**Signal metal coverage by tile**

Scale: 3 px per µm. 27 x 27 tiles, from black (low) to pale yellow (high), scaled to the fullest tile. Values are wire area over tile area, all layers added.
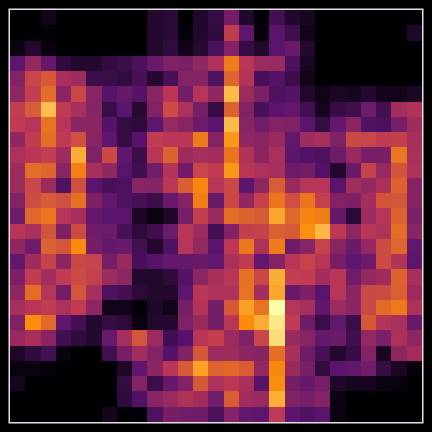
**Drive-strength map**

Scale: 3 px per µm.
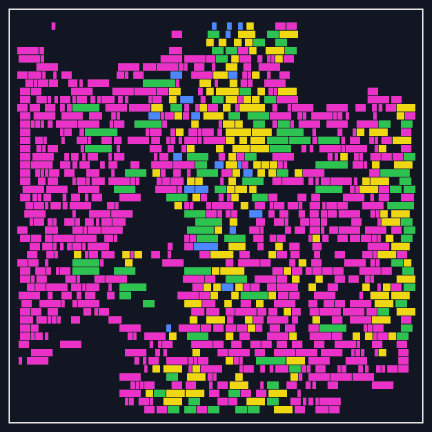
**Sequential cells coloured by netlist name**

Scale: 3 px per µm.
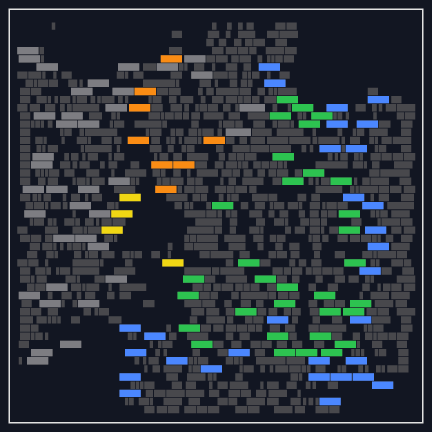
[src/rtl/mem_access_stage_if.sv]
// Data-memory port of the MEM stage: request/acknowledge bus between the
// pipeline (master) and the data memory (slave).
interface mem_access_stage_if;
    logic        dmem_req;
    logic        dmem_we;
    logic [31:0] dmem_addr;
    logic [3:0]  dmem_be;
    logic [31:0] dmem_wdata;
    logic [31:0] dmem_rdata;
    logic        dmem_ack;

    modport master (
        output dmem_req,
        output dmem_we,
        output dmem_addr,
        output dmem_be,
        output dmem_wdata,
        input  dmem_rdata,
        input  dmem_ack
    );

    modport slave (
        input  dmem_req,
        input  dmem_we,
        input  dmem_addr,
        input  dmem_be,
        input  dmem_wdata,
        output dmem_rdata,
        output dmem_ack
    );
endinterface

[src/rtl/mem_access_stage.sv]
// MEM pipeline stage: ALU pass-through, load/store bus transaction with timeout,
// byte-lane generation and load sign/zero extension. Stalls upstream while busy.
module mem_access_stage #(
    parameter int TIMEOUT_CYCLES = 255
) (
    input  logic                       clk,
    input  logic                       rst,
    input  logic                       valid_in,
    input  logic [31:0]                alu_result_in,
    input  logic [31:0]                store_data_in,
    input  logic                       mem_read_in,
    input  logic                       mem_write_in,
    input  logic [1:0]                 mem_size_in,
    input  logic                       mem_unsigned_in,
    input  logic                       reg_write_en_in,
    input  logic [4:0]                 reg_addr_in,
    mem_access_stage_if.master         dmem,
    output logic                       stall,
    output logic [31:0]                data_out,
    output logic                       reg_write_en_out,
    output logic [4:0]                 reg_addr_out,
    output logic                       misalign_out,
    output logic                       bus_err_out
);
    typedef enum logic [1:0] {ST_IDLE, ST_BUSY, ST_DONE} state_t;

    localparam logic [7:0] TMO_LAST = 8'(TIMEOUT_CYCLES - 1);

    state_t      state_q, state_d;
    logic [7:0]  cnt_q, cnt_d;
    logic        err_q, err_d;
    logic [31:0] result_q, result_d;
    logic        req_q, req_d;
    logic        we_q, we_d;
    logic [31:0] addr_q, addr_d;
    logic [3:0]  be_q, be_d;
    logic [31:0] wdata_q, wdata_d;

    logic [1:0]  byte_off;
    logic        is_word, is_half;
    logic        mem_op, misaligned;
    logic [3:0]  lane_be;
    logic [31:0] lane_wdata;
    logic [7:0]  ld_byte;
    logic [15:0] ld_half;
    logic [31:0] load_ext;

    assign byte_off   = alu_result_in[1:0];
    assign is_word    = mem_size_in[1];
    assign is_half    = (mem_size_in == 2'b01);
    assign mem_op     = valid_in & (mem_read_in | mem_write_in);
    assign misaligned = mem_op & ((is_half & byte_off[0]) | (is_word & (byte_off != 2'b00)));

    assign dmem.dmem_req   = req_q;
    assign dmem.dmem_we    = we_q;
    assign dmem.dmem_addr  = addr_q;
    assign dmem.dmem_be    = be_q;
    assign dmem.dmem_wdata = wdata_q;
    assign reg_addr_out    = reg_addr_in;

    // Little-endian lane placement; sub-word store data is replicated on every lane.
    always_comb begin
        lane_be    = 4'b1111;
        lane_wdata = store_data_in;
        if (is_half) begin
            lane_be    = byte_off[1] ? 4'b1100 : 4'b0011;
            lane_wdata = {2{store_data_in[15:0]}};
        end else if (!is_word) begin
            lane_be    = 4'b0001 << byte_off;
            lane_wdata = {4{store_data_in[7:0]}};
        end
    end

    assign ld_byte = dmem.dmem_rdata[{byte_off, 3'b000} +: 8];
    assign ld_half = dmem.dmem_rdata[{byte_off[1], 4'b0000} +: 16];

    always_comb begin
        load_ext = dmem.dmem_rdata;
        if (is_half) begin
            load_ext = {{16{~mem_unsigned_in & ld_half[15]}}, ld_half};
        end else if (!is_word) begin
            load_ext = {{24{~mem_unsigned_in & ld_byte[7]}}, ld_byte};
        end
    end

    always_comb begin
        state_d          = state_q;
        cnt_d            = cnt_q;
        err_d            = err_q;
        result_d         = result_q;
        req_d            = req_q;
        we_d             = we_q;
        addr_d           = addr_q;
        be_d             = be_q;
        wdata_d          = wdata_q;
        stall            = 1'b0;
        data_out         = alu_result_in;
        reg_write_en_out = reg_write_en_in & valid_in;
        misalign_out     = 1'b0;
        bus_err_out      = 1'b0;

        case (state_q)
            ST_IDLE: begin
                if (misaligned) begin
                    misalign_out     = 1'b1;
                    reg_write_en_out = 1'b0;
                    data_out         = 32'h0;
                end else if (mem_op) begin
                    stall            = 1'b1;
                    reg_write_en_out = 1'b0;
                    state_d          = ST_BUSY;
                    req_d            = 1'b1;
                    we_d             = mem_write_in;
                    addr_d           = {alu_result_in[31:2], 2'b00};
                    be_d             = lane_be;
                    wdata_d          = lane_wdata;
                    cnt_d            = 8'd0;
                end
            end
            ST_BUSY: begin
                stall            = 1'b1;
                reg_write_en_out = 1'b0;
                // An ack arriving on the timeout cycle still completes normally.
                if (dmem.dmem_ack) begin
                    result_d = mem_write_in ? 32'h0 : load_ext;
                    req_d    = 1'b0;
                    state_d  = ST_DONE;
                end else if (cnt_q == TMO_LAST) begin
                    req_d   = 1'b0;
                    err_d   = 1'b1;
                    state_d = ST_DONE;
                end else begin
                    cnt_d = cnt_q + 8'd1;
                end
            end
            ST_DONE: begin
                data_out         = result_q;
                reg_write_en_out = reg_write_en_in & mem_read_in & ~mem_write_in & ~err_q;
                bus_err_out      = err_q;
                state_d          = ST_IDLE;
                err_d            = 1'b0;
            end
            default: state_d = ST_IDLE;
        endcase

        if (!rst) begin
            stall            = 1'b0;
            misalign_out     = 1'b0;
            bus_err_out      = 1'b0;
            reg_write_en_out = 1'b0;
        end
    end

    always_ff @(posedge clk) begin
        if (!rst) begin
            state_q  <= ST_IDLE;
            cnt_q    <= 8'd0;
            err_q    <= 1'b0;
            result_q <= 32'h0;
            req_q    <= 1'b0;
            we_q     <= 1'b0;
            addr_q   <= 32'h0;
            be_q     <= 4'h0;
            wdata_q  <= 32'h0;
        end else begin
            state_q  <= state_d;
            cnt_q    <= cnt_d;
            err_q    <= err_d;
            result_q <= result_d;
            req_q    <= req_d;
            we_q     <= we_d;
            addr_q   <= addr_d;
            be_q     <= be_d;
            wdata_q  <= wdata_d;
        end
    end
endmodule

[src/flat_wrapper.sv]
// flat-port wrapper written by rule: the top's interface ports become plain ports
module mem_access_stage_flat 
#(
    parameter int TIMEOUT_CYCLES = 255
)
  (clk, rst, valid_in, alu_result_in, store_data_in, mem_read_in, mem_write_in, mem_size_in, mem_unsigned_in, reg_write_en_in, reg_addr_in, stall, data_out, reg_write_en_out, reg_addr_out, misalign_out, bus_err_out, dmem_dmem_req, dmem_dmem_we, dmem_dmem_addr, dmem_dmem_be, dmem_dmem_wdata, dmem_dmem_rdata, dmem_dmem_ack);
  mem_access_stage_if dmem_i ();
  input  logic clk;
  input  logic rst;
  input  logic valid_in;
  input  logic [31:0] alu_result_in;
  input  logic [31:0] store_data_in;
  input  logic mem_read_in;
  input  logic mem_write_in;
  input  logic [1:0] mem_size_in;
  input  logic mem_unsigned_in;
  input  logic reg_write_en_in;
  input  logic [4:0] reg_addr_in;
  output logic stall;
  output logic [31:0] data_out;
  output logic reg_write_en_out;
  output logic [4:0] reg_addr_out;
  output logic misalign_out;
  output logic bus_err_out;
  output wire logic [$bits(dmem_i.dmem_req)-1:0] dmem_dmem_req;
  output wire logic [$bits(dmem_i.dmem_we)-1:0] dmem_dmem_we;
  output wire logic [$bits(dmem_i.dmem_addr)-1:0] dmem_dmem_addr;
  output wire logic [$bits(dmem_i.dmem_be)-1:0] dmem_dmem_be;
  output wire logic [$bits(dmem_i.dmem_wdata)-1:0] dmem_dmem_wdata;
  input wire logic [$bits(dmem_i.dmem_rdata)-1:0] dmem_dmem_rdata;
  input wire logic [$bits(dmem_i.dmem_ack)-1:0] dmem_dmem_ack;
  assign dmem_dmem_req = dmem_i.dmem_req;
  assign dmem_dmem_we = dmem_i.dmem_we;
  assign dmem_dmem_addr = dmem_i.dmem_addr;
  assign dmem_dmem_be = dmem_i.dmem_be;
  assign dmem_dmem_wdata = dmem_i.dmem_wdata;
  assign dmem_i.dmem_rdata = dmem_dmem_rdata;
  assign dmem_i.dmem_ack = dmem_dmem_ack;
  mem_access_stage #(.TIMEOUT_CYCLES(TIMEOUT_CYCLES)) u_core (.clk(clk), .rst(rst), .valid_in(valid_in), .alu_result_in(alu_result_in), .store_data_in(store_data_in), .mem_read_in(mem_read_in), .mem_write_in(mem_write_in), .mem_size_in(mem_size_in), .mem_unsigned_in(mem_unsigned_in), .reg_write_en_in(reg_write_en_in), .reg_addr_in(reg_addr_in), .dmem(dmem_i), .stall(stall), .data_out(data_out), .reg_write_en_out(reg_write_en_out), .reg_addr_out(reg_addr_out), .misalign_out(misalign_out), .bus_err_out(bus_err_out));
endmodule
[config.mk]
export PLATFORM = sky130hd
export DESIGN_NAME = mem_access_stage_flat
export DESIGN_NICKNAME = d
export VERILOG_FILES = /design/src/rtl/mem_access_stage_if.sv /design/src/rtl/mem_access_stage.sv /design/src/flat_wrapper.sv
export SDC_FILE = /design/constraint.sdc
export NUM_CORES = 1
export LEC_CHECK = 0
export ABC_CLOCK_PERIOD_IN_PS = 1700
export CORE_MARGIN = 2
export CORE_UTILIZATION = 30
export CTS_CLUSTER_DIAMETER = 100
export DETAILED_ROUTE_END_ITERATION = 8
export PLACE_DENSITY = 0.63
export SLEW_MARGIN = 20
export SYNTH_ARGS = -nofsm -noshare
export SYNTH_HDL_FRONTEND = slang
export SYNTH_SLANG_ARGS = --single-unit
[constraint.sdc]
create_clock -name clk -period 1.7 [get_ports clk]
set_input_delay 0.34 -clock clk [delete_from_list [all_inputs] [get_ports clk]]
set_output_delay 0.34 -clock clk [all_outputs]
set_load 0.02 [all_outputs]
==> flow_summary.toml <==
# generated from flow reports
[placed_design]
hpwl_um = 14600
dp_slack_ns = -1.05

[cells_and_area]
logic_area_um2 = 3180
flops = 111
final_cell_mix = "142 x clkdlybuf4s50_1, 120 x nand2_1, 109 x dfxtp_1"
area_growth_pct = 79.8
largest_class = "buffers"
clk_share = 0.0368
antenna_cells = 1

[floorplanning]
die_w_um = 137
io-pin-count = 222
taps = 225
core_um2 = 17400

[clock_network]
clock-sinks = 111
cts_buffers = 9
cts_resized = 278

[min_path]
hold_depth = 2
hold_start = "u_core.dmem.dmem_addr[4]$_SDFFE_PN0P_"

[global_routing]
grt-ovfl-total = 0

[logic_synthesis]
synth_top_area_share = 0.417
ys_sh_simple = 0.150
netlist_logic_family_top = "AND-OR/OR-AND gates"
synth_area_leader_cell = "dfxtp_1"
ys_seq_frac = 0.417
ys_types = 56

[status]
violations = "setup timing"
status = "complete, but fails checks"

[final_timing]
maxSlewViolCount = 0
setup_ws_ns = -0.195
setup_viol = 52
fin_crit_ns = 1.89
rsz0062_at_grt = "true"

[route]
top_layer = "met5"
met2_length_um = 10100
ant_nets = 0
dr.pass1.iters = 4
wl_met3_um = 1610

[worst_setup_path]
crit_start = "u_core.state_q[1]$_SDFFE_PN0P_"
reg2reg_depth = 7
crit_arrival_ns = 1.55

[power_and_ir_drop]
maxPowerGroup = "registers"
Notes on 'signal metal coverage by tile' above:
mean over tiles	0.18
nearly empty tiles	14%
emptiest ninth of the die	north-east
tiles over half the peak	20%

Notes on 'drive-strength map' above:
size	colour	cells
_3 and _4 cells	yellow	148
_2 cells	blue	20
_6 and larger	green	86
_0 and _1 cells	magenta	656
Non-CTS buffers: 336
final instance area: 9590 µm²
final setup margin: -0.195 ns

Notes on 'sequential cells coloured by netlist name' above:
signal	colour	sequential cells
u_core.dmem.dmem_addr	blue	30
u_core.result_q	green	32
u_core.cnt_q	orange	8
u_core.dmem.dmem_be	yellow	4
not coloured	37
Seq power: 2.76 mW
sequential share of cell area: 0.233
Final Core Density: 0.552
storage element area: 2230 µm²

-- path summary, 6_finish.rpt --
path / end / slack [ns]
setup / recovery: data_out[7] / -0.19
hold / removal: u_core.dmem.dmem_addr[4]$_SDFFE_PN0P_ / 0.45
setup reg to reg: u_core.cnt_q[5]$_SDFFE_PN0P_ / -0.02
hold reg to reg: u_core.dmem.dmem_addr[4]$_SDFFE_PN0P_ / 0.45
-- sequential cells by signal (all words and copies together), names as in the netlist --
signal and flops:
u_core.dmem.dmem_we 1, u_core.dmem.dmem_req 1, u_core.dmem.dmem_addr 30, u_core.result_q 32, u_core.cnt_q 8, u_core.state_q 2, u_core.dmem.dmem_wdata 32, u_core.err_q 1
u_core.dmem.dmem_be 4
Power figures rest on the tool's default switching activity, not on a simulated workload.
